File: config.mk
export PLATFORM = sky130hd
export DESIGN_NAME = serial_word_receiver
export DESIGN_NICKNAME = d
export VERILOG_FILES = /design/src/rtl/serial_word_receiver.sv
export SDC_FILE = /design/constraint.sdc
export NUM_CORES = 1
export LEC_CHECK = 0
export ABC_CLOCK_PERIOD_IN_PS = 1400
export CAP_MARGIN = 20
export CORE_MARGIN = 2
export CORE_UTILIZATION = 45
export DETAILED_ROUTE_END_ITERATION = 6
export PLACE_DENSITY_LB_ADDON = 0.12
export SLEW_MARGIN = 20
export SYNTH_ARGS = -nofsm -noshare
export SYNTH_HDL_FRONTEND = slang
export SYNTH_SLANG_ARGS = --single-unit
File: constraint.sdc
create_clock -name clk_i -period 1.4 [get_ports clk_i]
set_input_delay 0.42 -clock clk_i [delete_from_list [all_inputs] [get_ports clk_i]]
set_output_delay 0.42 -clock clk_i [all_outputs]
set_load 0.005 [all_outputs]
File: src/rtl/serial_word_receiver.sv
// Deserializing receiver: turns MSB-first serial frames into WIDTH-bit words,
// with an optional even-parity bit, and presents them on a valid/ready output.
module serial_word_receiver #(
    parameter int WIDTH     = 8,
    parameter int PARITY_EN = 0
) (
    input  logic             clk_i,
    input  logic             rst_i,
    input  logic             sdata_i,
    input  logic             sframe_i,
    output logic [WIDTH-1:0] data_o,
    output logic             valid_o,
    input  logic             ready_i,
    output logic             parity_err_o,
    output logic             overrun_o,
    output logic             frame_err_o
);

    generate
        if (WIDTH == 0) begin : g_bad_width
            serial_word_receiver_width_must_be_nonzero u_bad_width ();
        end
    endgenerate

    localparam int             CW   = $clog2(WIDTH + 1);
    localparam logic [CW-1:0]  LAST = CW'(WIDTH - 1);

    typedef enum logic [1:0] {
        S_IDLE   = 2'd0,
        S_SHIFT  = 2'd1,
        S_PARITY = 2'd2
    } state_t;

    state_t             state_q, state_d;
    logic [CW-1:0]      cnt_q, cnt_d;
    logic [WIDTH-1:0]   shreg_q, shreg_d;
    logic [WIDTH-1:0]   data_q, data_d;
    logic               valid_q, valid_d;
    logic               perr_q, perr_d;
    logic               overrun_q, overrun_d;
    logic               frame_err_q, frame_err_d;

    logic               complete;
    logic [WIDTH-1:0]   word;
    logic               perr;
    logic [WIDTH-1:0]   shifted;

    always_ff @(posedge clk_i or posedge rst_i) begin
        if (rst_i) begin
            state_q     <= S_IDLE;
            cnt_q       <= '0;
            shreg_q     <= '0;
            data_q      <= '0;
            valid_q     <= 1'b0;
            perr_q      <= 1'b0;
            overrun_q   <= 1'b0;
            frame_err_q <= 1'b0;
        end else begin
            state_q     <= state_d;
            cnt_q       <= cnt_d;
            shreg_q     <= shreg_d;
            data_q      <= data_d;
            valid_q     <= valid_d;
            perr_q      <= perr_d;
            overrun_q   <= overrun_d;
            frame_err_q <= frame_err_d;
        end
    end

    always_comb begin
        state_d     = state_q;
        cnt_d       = cnt_q;
        shreg_d     = shreg_q;
        data_d      = data_q;
        valid_d     = valid_q;
        perr_d      = perr_q;
        overrun_d   = 1'b0;
        frame_err_d = 1'b0;
        complete    = 1'b0;
        word        = shreg_q;
        perr        = 1'b0;
        shifted     = (shreg_q << 1) | WIDTH'(sdata_i);

        if (valid_q && ready_i) begin
            valid_d = 1'b0;
        end

        // A frame start wins over everything, including a completing bit.
        if (sframe_i) begin
            frame_err_d = (state_q != S_IDLE);
            if (WIDTH == 1) begin
                cnt_d = '0;
                if (PARITY_EN != 0) begin
                    shreg_d = WIDTH'(sdata_i);
                    state_d = S_PARITY;
                end else begin
                    state_d  = S_IDLE;
                    complete = 1'b1;
                    word     = WIDTH'(sdata_i);
                end
            end else begin
                shreg_d = WIDTH'(sdata_i);
                cnt_d   = CW'(1);
                state_d = S_SHIFT;
            end
        end else begin
            case (state_q)
                S_SHIFT: begin
                    shreg_d = shifted;
                    if (cnt_q == LAST) begin
                        cnt_d = '0;
                        if (PARITY_EN != 0) begin
                            state_d = S_PARITY;
                        end else begin
                            state_d  = S_IDLE;
                            complete = 1'b1;
                            word     = shifted;
                        end
                    end else begin
                        cnt_d = cnt_q + CW'(1);
                    end
                end
                S_PARITY: begin
                    state_d  = S_IDLE;
                    complete = 1'b1;
                    word     = shreg_q;
                    perr     = ^{shreg_q, sdata_i};
                end
                default: begin
                end
            endcase
        end

        if (complete) begin
            data_d    = word;
            perr_d    = (PARITY_EN != 0) ? perr : 1'b0;
            overrun_d = valid_q && !ready_i;
            valid_d   = 1'b1;
        end
    end

    assign data_o       = data_q;
    assign valid_o      = valid_q;
    assign parity_err_o = perr_q;
    assign overrun_o    = overrun_q;
    assign frame_err_o  = frame_err_q;

endmodule

**Run 1: clock wires, drivers and flops**

(12 px per um)
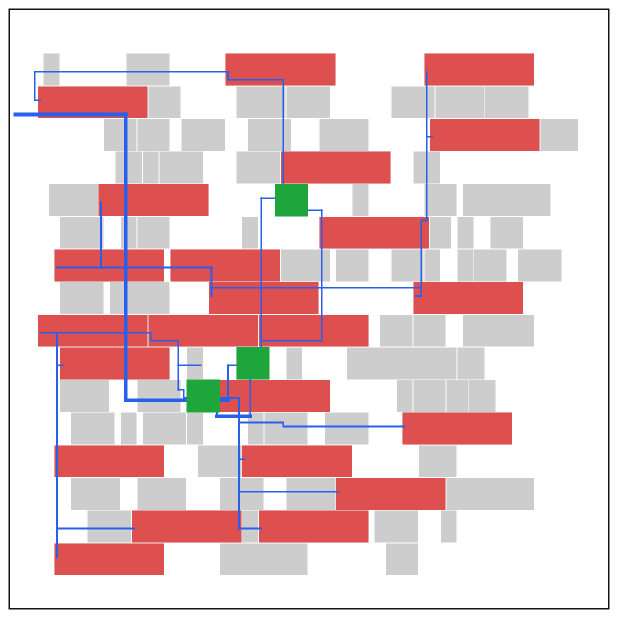
[cells driving clock nets] green | count: 3
[clock wires] blue | length: 267 um
[flip-flops] red | count: 23
routed clock nets: 4
Clock Power Share: 21.1%
clock distribution power: 0.297 mW
clk latency late pin: 0.30 ns

**Run 1: routing congestion**

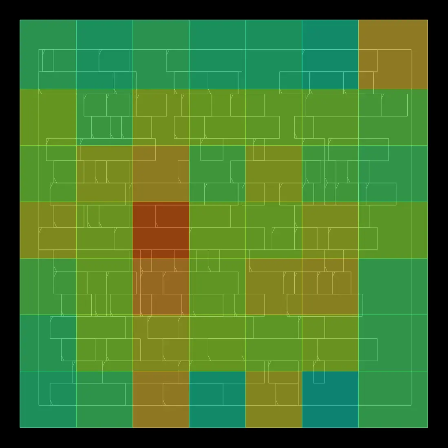
met2 layer usage reported by global route: 24.67%
Top Usage Layer GRT: met2
met3 demand-to-capacity share in global routing: 2.727%
GRT Resource Usage Total: 15.71%

==> changes_impl.md, run 1 <==
### Physical design

* Comb area share at 27.63%
* Most numerous logic cells after layout: sky130_fd_sc_hd__dfrtp_1, sky130_fd_sc_hd__clkdlybuf4s15_1, sky130_fd_sc_hd__buf_4
* Dpl cell area at around 1200 um2
* Cts repair resizes at 13
* TritonCTS clock tree: done
* Final max-slew violation count at 0
* Global-route wire length before repair at 2870 um
* Number of cells on the critical path at 5
* Initial DRT Pass Iterations at 2
* Setup slack at placement at -0.3286 ns
* Post-Syn Area per Cell at about 13 um2
* Half-perimeter wire length after detailed placement at 1147 um
* Storage cell area at 575.6 um2
* Floorplan Utilization at 47.73%
* Min Tclk post-route at 1.422 ns
* Wire length on met2 at about 850 um
* Final global-route overflow total at 0
* Max_cap viols at 0
* Final design instance area without fill at 1259 um2
* # placed instances at around 120
* Int Pwr at 1.046 mW
* Register area share after synthesis at a little over 60%
* Flip-flop count of the largest register after layout at 8
* Area growth from synthesis to layout at 33.07%
* Number of standard cells after synthesis at approximately 72
* Highest metal layer with signal wires: met4
* Power group with the highest consumption: registers
* Post-synthesis adder-cell area fraction at 1.323%
* Worst setup path end: data_o[7]
* Antenna viol nets, final at 0
* Biggest area consumer among cell classes: sequential cells
* Required time reported for the critical path endpoint at 1.60 ns
* Biggest area cells: sky130_fd_sc_hd__dfrtp_1, sky130_fd_sc_hd__mux2_2, sky130_fd_sc_hd__mux2i_1, sky130_fd_sc_hd__nor2_1, sky130_fd_sc_hd__mux2_1
* Number of tapcells at 27
* Hold Slack at 0.4275 ns
* Flops out of synthesis at 23
* Number of flops mapped to enable cells by yosys at 0
* Vias in the first global route at 620
* Met1 Usage GRT at 21.37%
* Inserted Diodes at 0
* Total power at ~1.4 mW
* Slowest cell on the critical path: sky130_fd_sc_hd__dfrtp_1
* Total routed wirelength at approximately 1700 um
* Area share of the largest cell type after synthesis at approximately 61%
* Mux share at ~18%
* Maximum buffer depth of the clock tree at 2
* Number of non-clock buffers at 27
* Top-count cell post-synth: sky130_fd_sc_hd__dfrtp_1
* Vias at 609
* Most common library cells after synthesis: sky130_fd_sc_hd__dfrtp_1, sky130_fd_sc_hd__nor2_1, sky130_fd_sc_hd__mux2_2, sky130_fd_sc_hd__mux2i_1, sky130_fd_sc_hd__nand2_1
* Clock buf count at 4
* Origin of the worst setup path: cnt_q[1]
* H-tree levels at 1
* Worst setup path class: reg -> reg
* Setup clock skew after layout at 0.007449 ns
* Startpoint class of the critical path: register
* Setup violators final at 7
* GPL Wtd Cong at 0.6378
* Post-synth area from yosys stat at 945.9 um2
* Run status: complete, but fails checks
* Routed wire per std cell at about 13 um
* Violated checks: setup timing
* Net total in the final layout at 106
* Setup TNS Final at -0.1117 ns
* Clock-pin slew on the worst setup and hold paths at between 0.1 and 0.15 ns
* Power consumed by sequential cells at roughly 0.8 mW
* Delay of the slowest cell on the worst path at 0.41 ns
* Port bufs at 15
* Sequential cell count at 23
* Seq pwr share at approximately 57%
* Achievable Freq at 703.1 MHz
* Largest non-sequential cell family by area: multiplexers
* Min-delay worst type: in -> async
* P_sw at 0.3583 mW
* Number of OpenROAD warnings at 29
* Sequential share of cell area at a little under half
* Met1 routed wirelength after detailed routing at around 780 um
* Fraction of final layout cells with drive strength greater than 1 at 26.26%
* Final setup margin at -0.02218 ns
* Sequence of cells on the critical path: ha_4 -> nand3b_4 -> nor3_4 -> buf_12 -> mux2_2
* Count of distinct cell types in the synthesized netlist at 23
* Setup repair after global routing missed its margin: yes
* Relative contribution of combinational cells to total power at 22.0%
* Synth area leader: sky130_fd_sc_hd__dfrtp_1
* Full die area at 2485 um2
* Cell area after synthesis at 945.9 um2
* Number of cells in Yosys stat at 72
* Gate Area at approximately 350 um2
* Buffering stage count on the worst path with inverters included at 1
* Fraction of area in clock buffers and inverters at 2.087%
* Power in combinational cells at 0.310 mW
* Count of multi-input gates at between 40 and 50
* Simple-gate share of the synthesized area at 12.04%
* Final Core Density at 63.51%
* Fraction of registers with async set/reset at 100.0%
* DRC Markers at 0
* Most frequently placed logic cell in the final layout: sky130_fd_sc_hd__dfrtp_1
* P_leak at 0.6777 nW
* Xor/xnor share of the synthesized area at less than 1%
* Maximum net fanout on the critical path at 9
* Number of buffers inserted by hold repair at cts at 0
* FP Rows at 16
* Largest net degree at the start of global routing at 24
* Kind of capture point of the worst setup path: register
* Clock buffer count from CTS at 3
* Initial antenna violation count at 0
**Run 1: power grid**

(10 px per um) Pins as bars on the die edge.
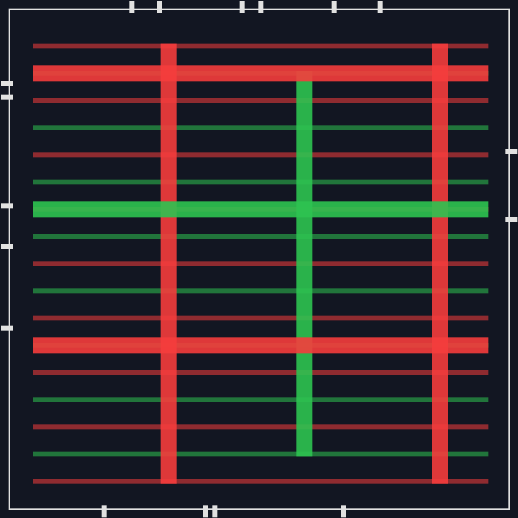
[VSS] red
[VDD] green
rows: 16
met4 straps: 3
met1 rails: 17
signal pins: 17
met5 straps: 3
Die X-Extent: 49.85 um
worst-case vdd ir drop: 0.7017 mV
standard cell core area: 1982 um2
Die Y-Extent: 49.85 um

==> inputs of run 2 (changes only) <==
--- a/config.mk
+++ b/config.mk
@@ -13,2 +13,3 @@
 export PLACE_DENSITY_LB_ADDON = 0.12
+export SETUP_SLACK_MARGIN = 0.4
 export SLEW_MARGIN = 20
--- a/constraint.sdc
+++ b/constraint.sdc
@@ -3,2 +3,2 @@
 set_output_delay 0.42 -clock clk_i [all_outputs]
-set_load 0.005 [all_outputs]
+set_load 0.05 [all_outputs]
**Run 2: clock wires, drivers and flops**

(12 px per um)
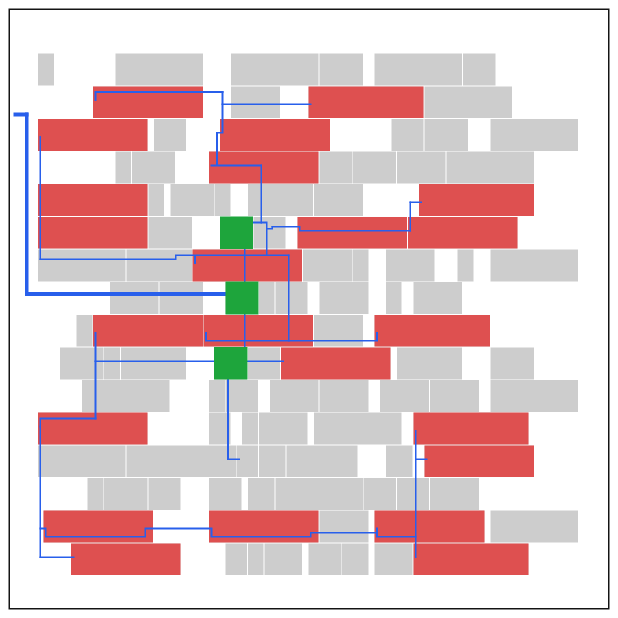
[flip-flops] red | count: 23
[clock wires] blue | length: 254 um
[cells driving clock nets] green | count: 3
routed clock nets: 4
flops lie: spread over the die
setup clock skew after layout: 0.007791 ns
clock distribution power: 0.306 mW
Clock Power Share: 16.6%

==> changes_impl.md, run 2 <==
### Physical design

* Run status: complete, but fails checks
* Violated checks: setup timing
* Total routed wirelength at 1859 um
* FP Rows at 16
* Met2 layer usage reported by global route at 27.33%
* Startpoint class of the critical path: register
* Fraction of final layout cells with drive strength greater than 1 at 50.93%
* Flip-flop count of the largest register after layout at 8
* Seq pwr share at 45.3%
* Dpl cell area at around 1300 um2
* Area share of the largest cell type after synthesis at 60.85%
* DRC Markers at 0
* Setup violators final at 1
* Most common library cells after synthesis: sky130_fd_sc_hd__dfrtp_1, sky130_fd_sc_hd__nor2_1, sky130_fd_sc_hd__mux2_2, sky130_fd_sc_hd__mux2i_1, sky130_fd_sc_hd__nand2_1
* Post-synthesis adder-cell area fraction at 1.323%
* Final global-route overflow total at 0
* Flops out of synthesis at 23
* H-tree levels at 1
* Number of cells on the critical path at 5
* Post-Syn Area per Cell at 13.14 um2
* Number of OpenROAD warnings at 29
* Half-perimeter wire length after detailed placement at 1104 um
* Total power at 1.846 mW
* Number of cells in Yosys stat at ~72
* Initial DRT Pass Iterations at 4
* Count of multi-input gates at 42
* Max_cap viols at 0
* Final setup margin at -0.01138 ns
* Clock buf count at 3
* Port bufs at 15
* Slowest cell on the critical path: sky130_fd_sc_hd__dfrtp_1
* Sequential cell count at 23
* Comb area share at about 25%
* Largest non-sequential cell family by area: multiplexers
* P_leak at 0.7732 nW
* Most numerous logic cells after layout: sky130_fd_sc_hd__dfrtp_1, sky130_fd_sc_hd__buf_12, sky130_fd_sc_hd__buf_4
* Vias at about 670
* Xor/xnor share of the synthesized area at 0.9259%
* Number of standard cells after synthesis at ~72
* Maximum buffer depth of the clock tree at 2
* TritonCTS clock tree: done
* Number of buffers inserted by hold repair at cts at 0
* Final max-slew violation count at 0
* # placed instances at 118
* Biggest area cells: sky130_fd_sc_hd__dfrtp_1, sky130_fd_sc_hd__mux2_2, sky130_fd_sc_hd__mux2i_1, sky130_fd_sc_hd__nor2_1, sky130_fd_sc_hd__mux2_1
* GRT Resource Usage Total at 16.86%
* Area growth from synthesis to layout at 59.39%
* Floorplan Utilization at 47.73%
* Worst-case vdd ir drop at around 0.84 mV
* Clock-pin slew on the worst setup and hold paths at around 0.13 ns
* P_sw at 0.6160 mW
* Achievable Freq at 708.5 MHz
* Net total in the final layout at around 120
* Met1 routed wirelength after detailed routing at 796 um
* Top-count cell post-synth: sky130_fd_sc_hd__dfrtp_1
* Fraction of registers with async set/reset at 100.0%
* Relative contribution of combinational cells to total power at 38.1%
* Synth area leader: sky130_fd_sc_hd__dfrtp_1
* Top Usage Layer GRT: met2
* Int Pwr at 1.230 mW
* Global-route wire length before repair at ~3200 um
* GPL Wtd Cong at 0.7422
* Sequence of cells on the critical path: ha_4 -> nand3b_4 -> nor3_4 -> buf_12 -> mux2_2
* Setup repair after global routing missed its margin: yes
* Largest net degree at the start of global routing at 24
* Die Y-Extent at between 40 and 50 um
* Kind of capture point of the worst setup path: register
* Initial antenna violation count at 0
* Maximum net fanout on the critical path at 9
* Standard cell core area at 1982 um2
* Required time reported for the critical path endpoint at 1.60 ns
* Final Core Density at 76.07%
* Highest metal layer with signal wires: met4
* Worst setup path class: reg -> reg
* Clock buffer count from CTS at 3
* Min-delay worst type: in -> async
* Data buffer area share at roughly a third
* Biggest area consumer among cell classes: sequential cells
* Number of tapcells at 27
* Mux share at between 10% and 20%
* Buffering stage count on the worst path with inverters included at 1
* Worst setup path end: data_o[3]
* Delay of the slowest cell on the worst path at 0.41 ns
* Power group with the highest consumption: registers
* Die X-Extent at 49.85 um
* Antenna viol nets, final at 0
* Min Tclk post-route at 1.411 ns
* Inserted Diodes at 0
* Post-synth area from yosys stat at 945.9 um2
* Met3 demand-to-capacity share in global routing at under 10%
* Gate Area at 374.1 um2
* Register area share after synthesis at between 60% and 70%
* Routed wire per std cell at 13.77 um
* Met1 Usage GRT at a little under a quarter
* Simple-gate share of the synthesized area at 12.04%
* Setup TNS Final at -0.01138 ns
* Full die area at 2485 um2
* Wire length on met2 at 989 um
* Count of distinct cell types in the synthesized netlist at 23
* Most frequently placed logic cell in the final layout: sky130_fd_sc_hd__dfrtp_1
* Number of non-clock buffers at 36
* Hold Slack at 0.4248 ns
* Setup slack at placement at -0.3155 ns
* Vias in the first global route at slightly below 700
* Sequential share of cell area at around 39%
* Fraction of area in clock buffers and inverters at 1.826%
* Storage cell area at 581.8 um2
* Power consumed by sequential cells at 0.837 mW
* Power in combinational cells at roughly 0.7 mW
* Origin of the worst setup path: cnt_q[1]
* Cts repair resizes at 6
* Clk latency late pin at 0.30 ns
* Cell area after synthesis at between 900 and 1000 um2
**Run 2: cell area per tile**

(6 px per um) 10 x 10 tiles, from white (low) to dark blue (high), 0 to 100% covered.
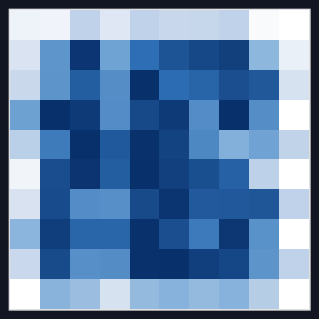
tiles over 75% full: 43%
mean over tiles: 59%
fullest tile: 100%
densest ninth of the die: centre
nearly empty tiles: 6.0%

==> inputs of run 3 (changes only) <==
Settings changed: MAX_ROUTING_LAYER set to met4.
**Run 3: clock wires, drivers and flops**

(12 px per um)
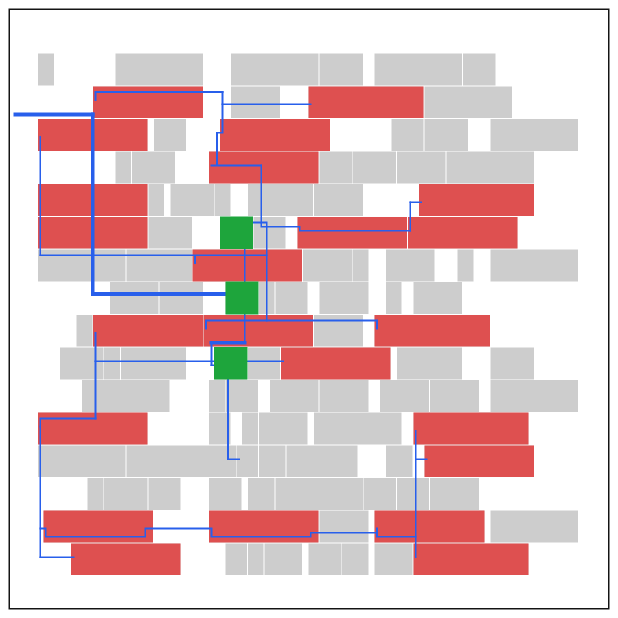
[flip-flops] red | count: 23
[clock wires] blue | length: 252 um
[cells driving clock nets] green | count: 3
flops lie: spread over the die
routed clock nets: 4

==> changes_impl.md, run 3 <==
### Physical design

* Run status: complete, but fails checks
* Violated checks: setup timing
* Clock buffer count from CTS at 3
* Kind of capture point of the worst setup path: register
* Count of multi-input gates at 42
* DRC Markers at 0
* FP Rows at 16
* Largest net degree at the start of global routing at 24
* Register-to-Register Setup Slack at -0.01 ns
* Setup repair after global routing missed its margin: yes
* Area growth from synthesis to layout at 59.39%
* Register area share after synthesis at 60.85%
* Worst setup path class: reg -> reg
* Setup slack at placement at -0.3155 ns
* Vias in the first global route at 691
* Fraction of area in clock buffers and inverters at around 1.8%
* Data buffer area share at 31.78%
* Most common library cells after synthesis: sky130_fd_sc_hd__dfrtp_1, sky130_fd_sc_hd__nor2_1, sky130_fd_sc_hd__mux2_2, sky130_fd_sc_hd__mux2i_1, sky130_fd_sc_hd__nand2_1
* Number of tapcells at 27
* Setup violators final at 1
* Final setup margin at -0.01113 ns
* Delay of the slowest cell on the worst path at 0.41 ns
* Port bufs at 15
* Number of standard cells after synthesis at 72
* Worst setup path end: data_o[3]
* Achievable Freq at 708.7 MHz
* Synth area leader: sky130_fd_sc_hd__dfrtp_1
* Routed wire per std cell at 13.87 um
* Cell area after synthesis at 945.9 um2
* Setup clock skew after layout at 0.007661 ns
* Fraction of final layout cells with drive strength greater than 1 at between 50 and 60%
* Relative contribution of combinational cells to total power at 38.1%
* Origin of the worst setup path: cnt_q[1]
* Power in combinational cells at 0.704 mW
* P_leak at around 0.77 nW
* Number of buffers inserted by hold repair at cts at 0
* Clock Power Share at 16.6%
* Met3 demand-to-capacity share in global routing at 2.121%
* Max_cap viols at 0
* Final Core Density at 76.07%
* Flip-flop count of the largest register after layout at 8
* Comb area share at 24.81%
* Biggest area cells: sky130_fd_sc_hd__dfrtp_1, sky130_fd_sc_hd__mux2_2, sky130_fd_sc_hd__mux2i_1, sky130_fd_sc_hd__nor2_1, sky130_fd_sc_hd__mux2_1
* Ports placed on the boundary at 17
* Area share of the largest cell type after synthesis at 60.85%
* Min-delay worst type: in -> async
* Fraction of registers with async set/reset at 100.0%
* Maximum buffer depth of the clock tree at 2
* Sequential share of cell area at between 30% and 40%
* Full die area at 2485 um2
* Post-synthesis adder-cell area fraction at approximately 1.3%
* Final critical-path share of the clock period at 100.8%
* Simple-gate share of the synthesized area at 12.04%
* Sequential cell count at 23
* GRT Resource Usage Total at 17.27%
* Number of non-clock buffers at 36
* Final design instance area without fill at 1508 um2
* Top Usage Layer GRT: met2
* Antenna viol nets, final at 0
* Most frequently placed logic cell in the final layout: sky130_fd_sc_hd__dfrtp_1
* Most numerous logic cells after layout: sky130_fd_sc_hd__dfrtp_1, sky130_fd_sc_hd__buf_12, sky130_fd_sc_hd__buf_4
* Met2 layer usage reported by global route at a little over a quarter
* Power consumed by sequential cells at about 0.84 mW
* Largest non-sequential cell family by area: multiplexers
* Final max-slew violation count at 0
* Xor/xnor share of the synthesized area at 0.9259%
* Half-perimeter wire length after detailed placement at 1104 um
* Min Tclk post-route at 1.411 ns
* Met1 Usage GRT at 23.29%
* Power group with the highest consumption: registers
* Clock distribution power at 0.306 mW
* Top-count cell post-synth: sky130_fd_sc_hd__dfrtp_1
* Setup TNS Final at -0.01113 ns
* Number of cells on the critical path at 5
* Dpl cell area at roughly 1300 um2
* Total routed wirelength at 1872 um
* Seq pwr share at 45.3%
* Storage cell area at 581.8 um2
* Post-synth area from yosys stat at between 900 and 1000 um2
* Slowest cell on the critical path: sky130_fd_sc_hd__dfrtp_1
* Number of flops mapped to enable cells by yosys at 0
* Count of distinct cell types in the synthesized netlist at 23
* Gate Area at 374.1 um2
* Initial DRT Pass Iterations at 5
* Inserted Diodes at 0
* Flops out of synthesis at 23
* Number of OpenROAD warnings at 29
* Standard cell core area at 1982 um2
* Initial antenna violation count at 0
* Mux share at 18.12%
* Die X-Extent at 49.85 um
* Cts repair resizes at 6
* Startpoint class of the critical path: register
* P_sw at 0.6169 mW
* GPL Wtd Cong at 0.7515
* Maximum net fanout on the critical path at 9
* Required time reported for the critical path endpoint at 1.60 ns
* Post-Syn Area per Cell at approximately 13 um2
* Int Pwr at 1.230 mW
* Hold Slack at between 0.4 and 0.5 ns
* Number of cells in Yosys stat at 72
* H-tree levels at 1
* Wire length on met2 at 1003 um
* Die Y-Extent at 49.85 um
* TritonCTS clock tree: done
**Run 3: power grid**

(10 px per um) Pins as bars on the die edge.
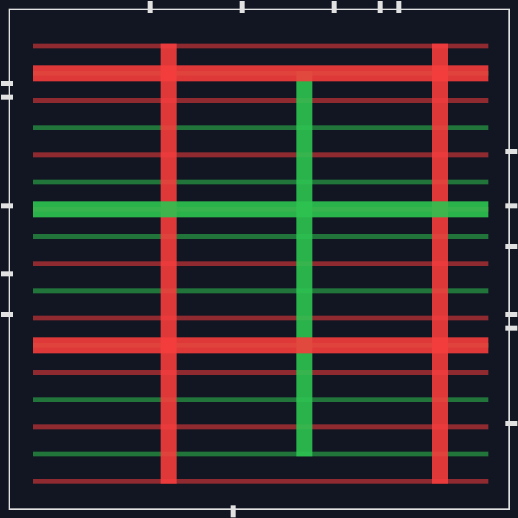
[VDD] green
[VSS] red
met5 straps: 3
rows: 16


## Gallery

Metal layers overlaid.
(12 px per um) Two of the layers only.
image #1
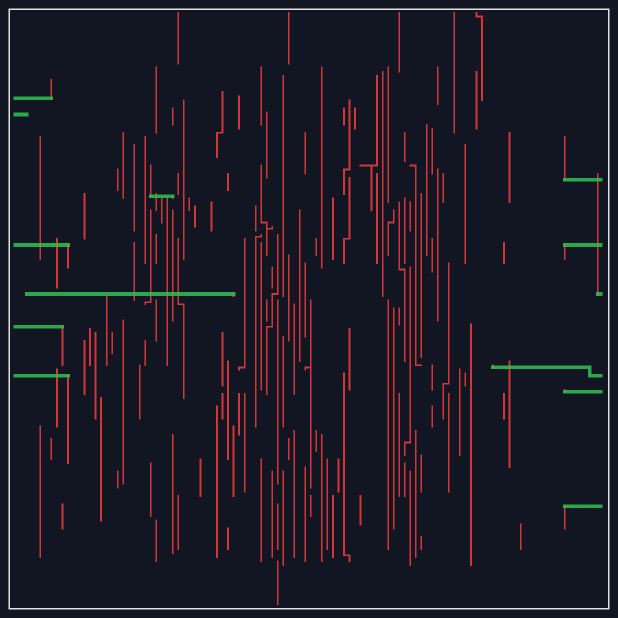
image #2
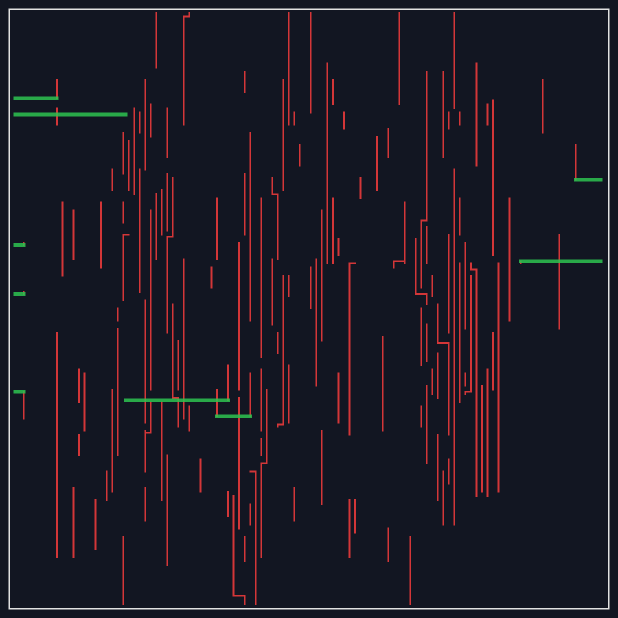
Image #2 comes from run 1.
Image #1 comes from run 2.

No activity file was given, so power comes from the tool's default toggle rates.
